==> config.mk <==
export PLATFORM = sky130hd
export DESIGN_NAME = store_align_unit
export DESIGN_NICKNAME = d
export VERILOG_FILES = /design/src/rtl/store_align_unit_pkg.sv /design/src/rtl/store_lane_gen.sv /design/src/rtl/store_align_unit.sv
export SDC_FILE = /design/constraint.sdc
export NUM_CORES = 1
export LEC_CHECK = 0
export CAP_MARGIN = 25
export CELL_PAD_IN_SITES_DETAIL_PLACEMENT = 0
export CELL_PAD_IN_SITES_GLOBAL_PLACEMENT = 1
export CORE_MARGIN = 2
export CORE_UTILIZATION = 25
export DETAILED_ROUTE_END_ITERATION = 6
export GPL_TIMING_DRIVEN = 0
export PLACE_DENSITY = 0.76
export SLEW_MARGIN = 20
export SYNTH_ARGS = -nofsm -noshare
export SYNTH_HDL_FRONTEND = slang
export SYNTH_SLANG_ARGS = --single-unit
==> constraint.sdc <==
create_clock -name clk -period 1.78 [get_ports clk]
set_input_delay 0.356 -clock clk [delete_from_list [all_inputs] [get_ports clk]]
set_output_delay 0.356 -clock clk [all_outputs]
set_load 0.02 [all_outputs]
==> src/rtl/store_align_unit_pkg.sv <==
// Shared opcodes, bus size codes and FSM states
// for the MEM-stage store path.
package store_align_unit_pkg;

  localparam logic [7:0] EXE_SB_OP = 8'b11101000;
  localparam logic [7:0] EXE_SH_OP = 8'b11101001;
  localparam logic [7:0] EXE_SW_OP = 8'b11101011;

  localparam logic [1:0] SIZE_BYTE = 2'd0;
  localparam logic [1:0] SIZE_HALF = 2'd1;
  localparam logic [1:0] SIZE_WORD = 2'd2;

  typedef enum logic [1:0] {
    ST_IDLE = 2'd0,
    ST_REQ  = 2'd1,
    ST_WAIT = 2'd2
  } st_t;

endpackage

==> src/rtl/store_lane_gen.sv <==
// Byte-lane strobe / data replication and
// alignment check for SB, SH and SW.
module store_lane_gen
  import store_align_unit_pkg::*;
(
  input  logic [7:0]  alucontrol,
  input  logic [1:0]  addr,
  input  logic [31:0] wdata,
  output logic [3:0]  wstrb,
  output logic [31:0] wdata_rep,
  output logic [1:0]  size,
  output logic        is_store,
  output logic        misaligned
);

  logic sb;
  logic sh;
  logic sw;

  assign sb = (alucontrol == EXE_SB_OP);
  assign sh = (alucontrol == EXE_SH_OP);
  assign sw = (alucontrol == EXE_SW_OP);

  always_comb begin
    wstrb      = 4'b0000;
    wdata_rep  = '0;
    size       = SIZE_BYTE;
    is_store   = 1'b0;
    misaligned = 1'b0;
    unique case (1'b1)
      sb: begin
        is_store  = 1'b1;
        size      = SIZE_BYTE;
        wstrb     = 4'b0001 << addr;
        wdata_rep = {4{wdata[7:0]}};
      end
      sh: begin
        is_store   = 1'b1;
        size       = SIZE_HALF;
        misaligned = addr[0];
        wstrb      = addr[1] ? 4'b1100 : 4'b0011;
        wdata_rep  = {2{wdata[15:0]}};
      end
      sw: begin
        is_store   = 1'b1;
        size       = SIZE_WORD;
        misaligned = |addr;
        wstrb      = 4'b1111;
        wdata_rep  = wdata;
      end
      default: ;
    endcase
  end

endmodule

==> src/rtl/store_align_unit.sv <==
// MEM-stage store unit: AdES detection and
// req/addr_ok/data_ok write handshake with stall.
module store_align_unit
  import store_align_unit_pkg::*;
#(
  parameter int ADDR_W = 32,
  parameter int DATA_W = 32
) (
  input  logic              clk,
  input  logic              resetn,
  input  logic              mem_en,
  input  logic [7:0]        alucontrolM,
  input  logic [ADDR_W-1:0] addrM,
  input  logic [DATA_W-1:0] wdataM,
  input  logic              flush,
  output logic              data_req,
  output logic              data_wr,
  output logic [1:0]        data_size,
  output logic [ADDR_W-1:0] data_addr,
  output logic [3:0]        data_wstrb,
  output logic [DATA_W-1:0] data_wdata,
  input  logic              data_addr_ok,
  input  logic              data_data_ok,
  output logic              stall_store,
  output logic              ades,
  output logic [ADDR_W-1:0] badvaddr
);

  logic [3:0]        strb;
  logic [DATA_W-1:0] wrep;
  logic [1:0]        sz;
  logic              is_st;
  logic              mis;
  logic              start;
  logic              done;
  st_t               state_q;
  st_t               state_d;

  store_lane_gen u_lane (
    .alucontrol (alucontrolM),
    .addr       (addrM[1:0]),
    .wdata      (wdataM),
    .wstrb      (strb),
    .wdata_rep  (wrep),
    .size       (sz),
    .is_store   (is_st),
    .misaligned (mis)
  );

  assign ades     = mem_en & is_st & mis;
  assign badvaddr = ades ? addrM : '0;

  assign start = mem_en & is_st & ~mis & ~flush
               & (state_q == ST_IDLE);

  always_comb begin
    state_d = state_q;
    done    = 1'b0;
    unique case (state_q)
      ST_IDLE: begin
        if (start) state_d = ST_REQ;
      end
      ST_REQ: begin
        if (data_addr_ok) begin
          if (data_data_ok) begin
            state_d = ST_IDLE;
            done    = 1'b1;
          end else begin
            state_d = ST_WAIT;
          end
        end else if (flush) begin
          state_d = ST_IDLE;
        end
      end
      ST_WAIT: begin
        // an accepted write cannot be cancelled
        if (data_data_ok) begin
          state_d = ST_IDLE;
          done    = 1'b1;
        end
      end
      default: state_d = ST_IDLE;
    endcase
  end

  // release on completion so MEM advances on that edge
  assign stall_store = start
                     | ((state_q != ST_IDLE) & ~done);

  assign data_req = (state_q == ST_REQ);
  assign data_wr  = data_req;

  always_ff @(posedge clk) begin
    if (!resetn) begin
      state_q    <= ST_IDLE;
      data_addr  <= '0;
      data_size  <= SIZE_BYTE;
      data_wstrb <= 4'b0000;
      data_wdata <= '0;
    end else begin
      state_q <= state_d;
      if (start) begin
        data_addr  <= addrM;
        data_size  <= sz;
        data_wstrb <= strb;
        data_wdata <= wrep;
      end
    end
  end

  a_data_ok_order: assert property (
    @(posedge clk) disable iff (!resetn)
    !(data_data_ok && ((state_q == ST_IDLE) ||
      ((state_q == ST_REQ) && !data_addr_ok))));

endmodule

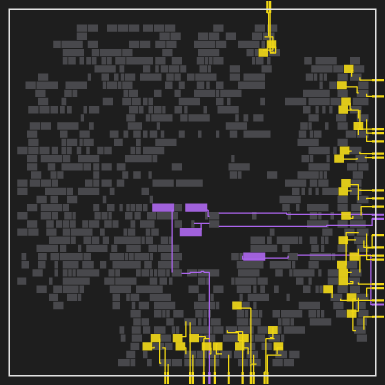
Fig. 1. Port wiring.
Scale: 3 px per um.
Yellow shows badvaddr, direction output, end cells 32, buffers 32, wire 425 um. Purple shows data_wstrb, direction output, end cells 4, buffers 4, wire 240 um.
IO buf count: 181
Ports: 184

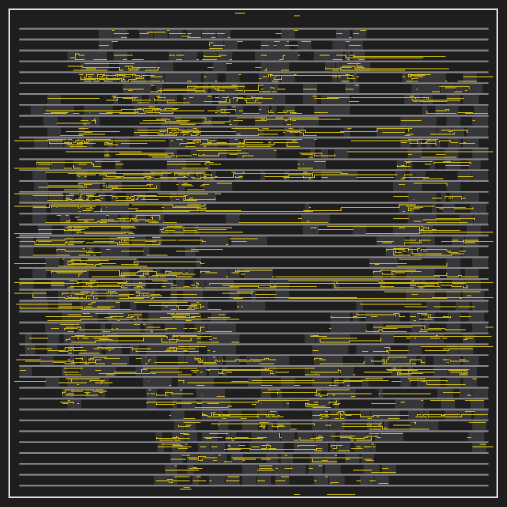
Fig. 2. Met1 routing.
Scale: 4 px per um. Supply wires on this layer in grey.
612 nets have wire on it. The layer holds 44% of the routed length. The wires run mostly horizontal. The longest straight run is 51.1 um.

==> run summary <==
run results: area fraction in mux cells=0.0289, CP Max Fanout=5, Reg-to-Reg End=data_wdata[5], status=complete, but fails checks, violated checks=setup timing, PwrDens=between 600 and 700 mW/mm2, Syn Inst Count=roughly 420, TritonCTS buffer count=9, Basic Gates by Area=0.276, post-route insts no fill=about 800, Startpoint Class=primary input, yosys stat area=between 0.003 and 0.004 mm2, adder-cell share of the synthesized area=0.0108, Final WS setup=-286 ps, clock root buffer=clkbuf_16, P_seq=1610 uW, chip width=~120 um, maximum clock insertion buffer count=2, grt ovf=0, critical path startpoint=alucontrolM[4], number of cells in Yosys stat=420, Max VDD drop=approximately 350 uV, Slew HR=0.636, Main power group=clock, synth top area cells=dfxtp_1 42%, a21boi_1 12%, nand2_1 9.8%, and2_1 7.2%, mux2i_1 2.9%, # hold bufs at CTS=0, worst reg2reg path startpoint=state_q[0], fraction of layout cells with a size suffix above 1=0.230, vias=3747, Setup-failing EPs final=34, biggest cell delay along the critical path=300 ps, vias in the first global route=around 3800, diodes inserted=0, Iter 0 DRT Violations=around 130, Cell Type Count=33, skew final=6.80 ps
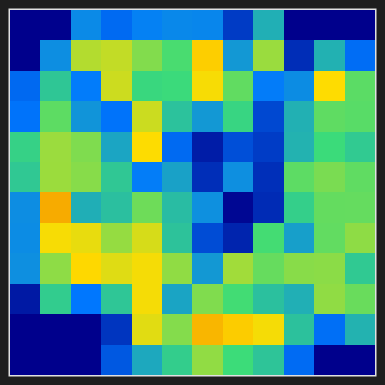
Fig. 3. Local utilization.
Scale: 3 px per um. The die is cut into 12 by 12 equal tiles; dark blue is low, red is high, 0 to 100% covered.
3.5% of the tiles are over 75% full. The emptiest ninth of the die: bottom left. 10% of the tiles are nearly empty. The fullest tile reaches 81%. The mean over all tiles is 40%. The densest ninth of the die: bottom middle.

==> how the worst min path moves through the flow <==
stage / cells past startpoint / to / slack (ps) / startpoint
floorplan: 2 / state_q[1] / 450 / state_q[1]
global placement: 2 / data_size[1] / 440 / data_size[1]
detailed placement: 2 / data_wdata[18] / 450 / data_wdata[18]
CTS: 2 / data_wstrb[0] / 410 / resetn
global route: 3 / data_addr[1] / 340 / addrM[1]
finish: 3 / data_addr[1] / 350 / addrM[1]
==> cell type report <==
| type | count | share of cell area |
|---|---|---|
| buffer | 33 | 0.0309 |
| clock buffer | 13 | 0.0439 |
| clock inverter | 3 | 0.00244 |
| inverter | 4 | 0.00244 |
| multi-input combinational | 309 | 0.324 |
| sequential | 72 | 0.235 |
| tap | 176 | 0.0358 |
| timing repair buffer | 197 | 0.326 |
==> routing by layer <==
metal,GRT usage,vias up
li1,-,1848
met1,0.211,1746
met2,0.296,136
met3,0.0365,17
met4,0.0639,0
met5,0,-
==> sequential cells by signal (all words and copies together) (netlist names) <==
signal / cells
data_wstrb: 4
data_size: 2
data_wdata: 32
state_q: 2
data_addr: 32
==> critical path: cells and delay by family <==
family | cells | cell delay (ps)
and+or+nand+nor | 4 | 870
buffers and inverters | 4 | 490
==> metrics by stage <==
stage                     TNS [ps]  total power [uW]  utilization  instance area (um2)
after floorplan              -1570              1770            -                 3570
after global placement      -79650              2020        0.418                 5600
after detailed placement    -84080              2020        0.418                 5600
after CTS                   -11300              3750        0.454                 6080
after global routing         -9680              3840        0.459                 6150
final                        -8110              3710        0.459                 6150
==> cells by family (layout without fill, tap and decap cells) <==
group           count (synthesis)  count (layout)
simple gates                  194             194
compound gates                102             102
flops                          72              72
buf+inv                        39             250
mux                            10              10
fa+ha+maj                       3               3
Power figures rest on the tool's default switching activity, not on a simulated workload.
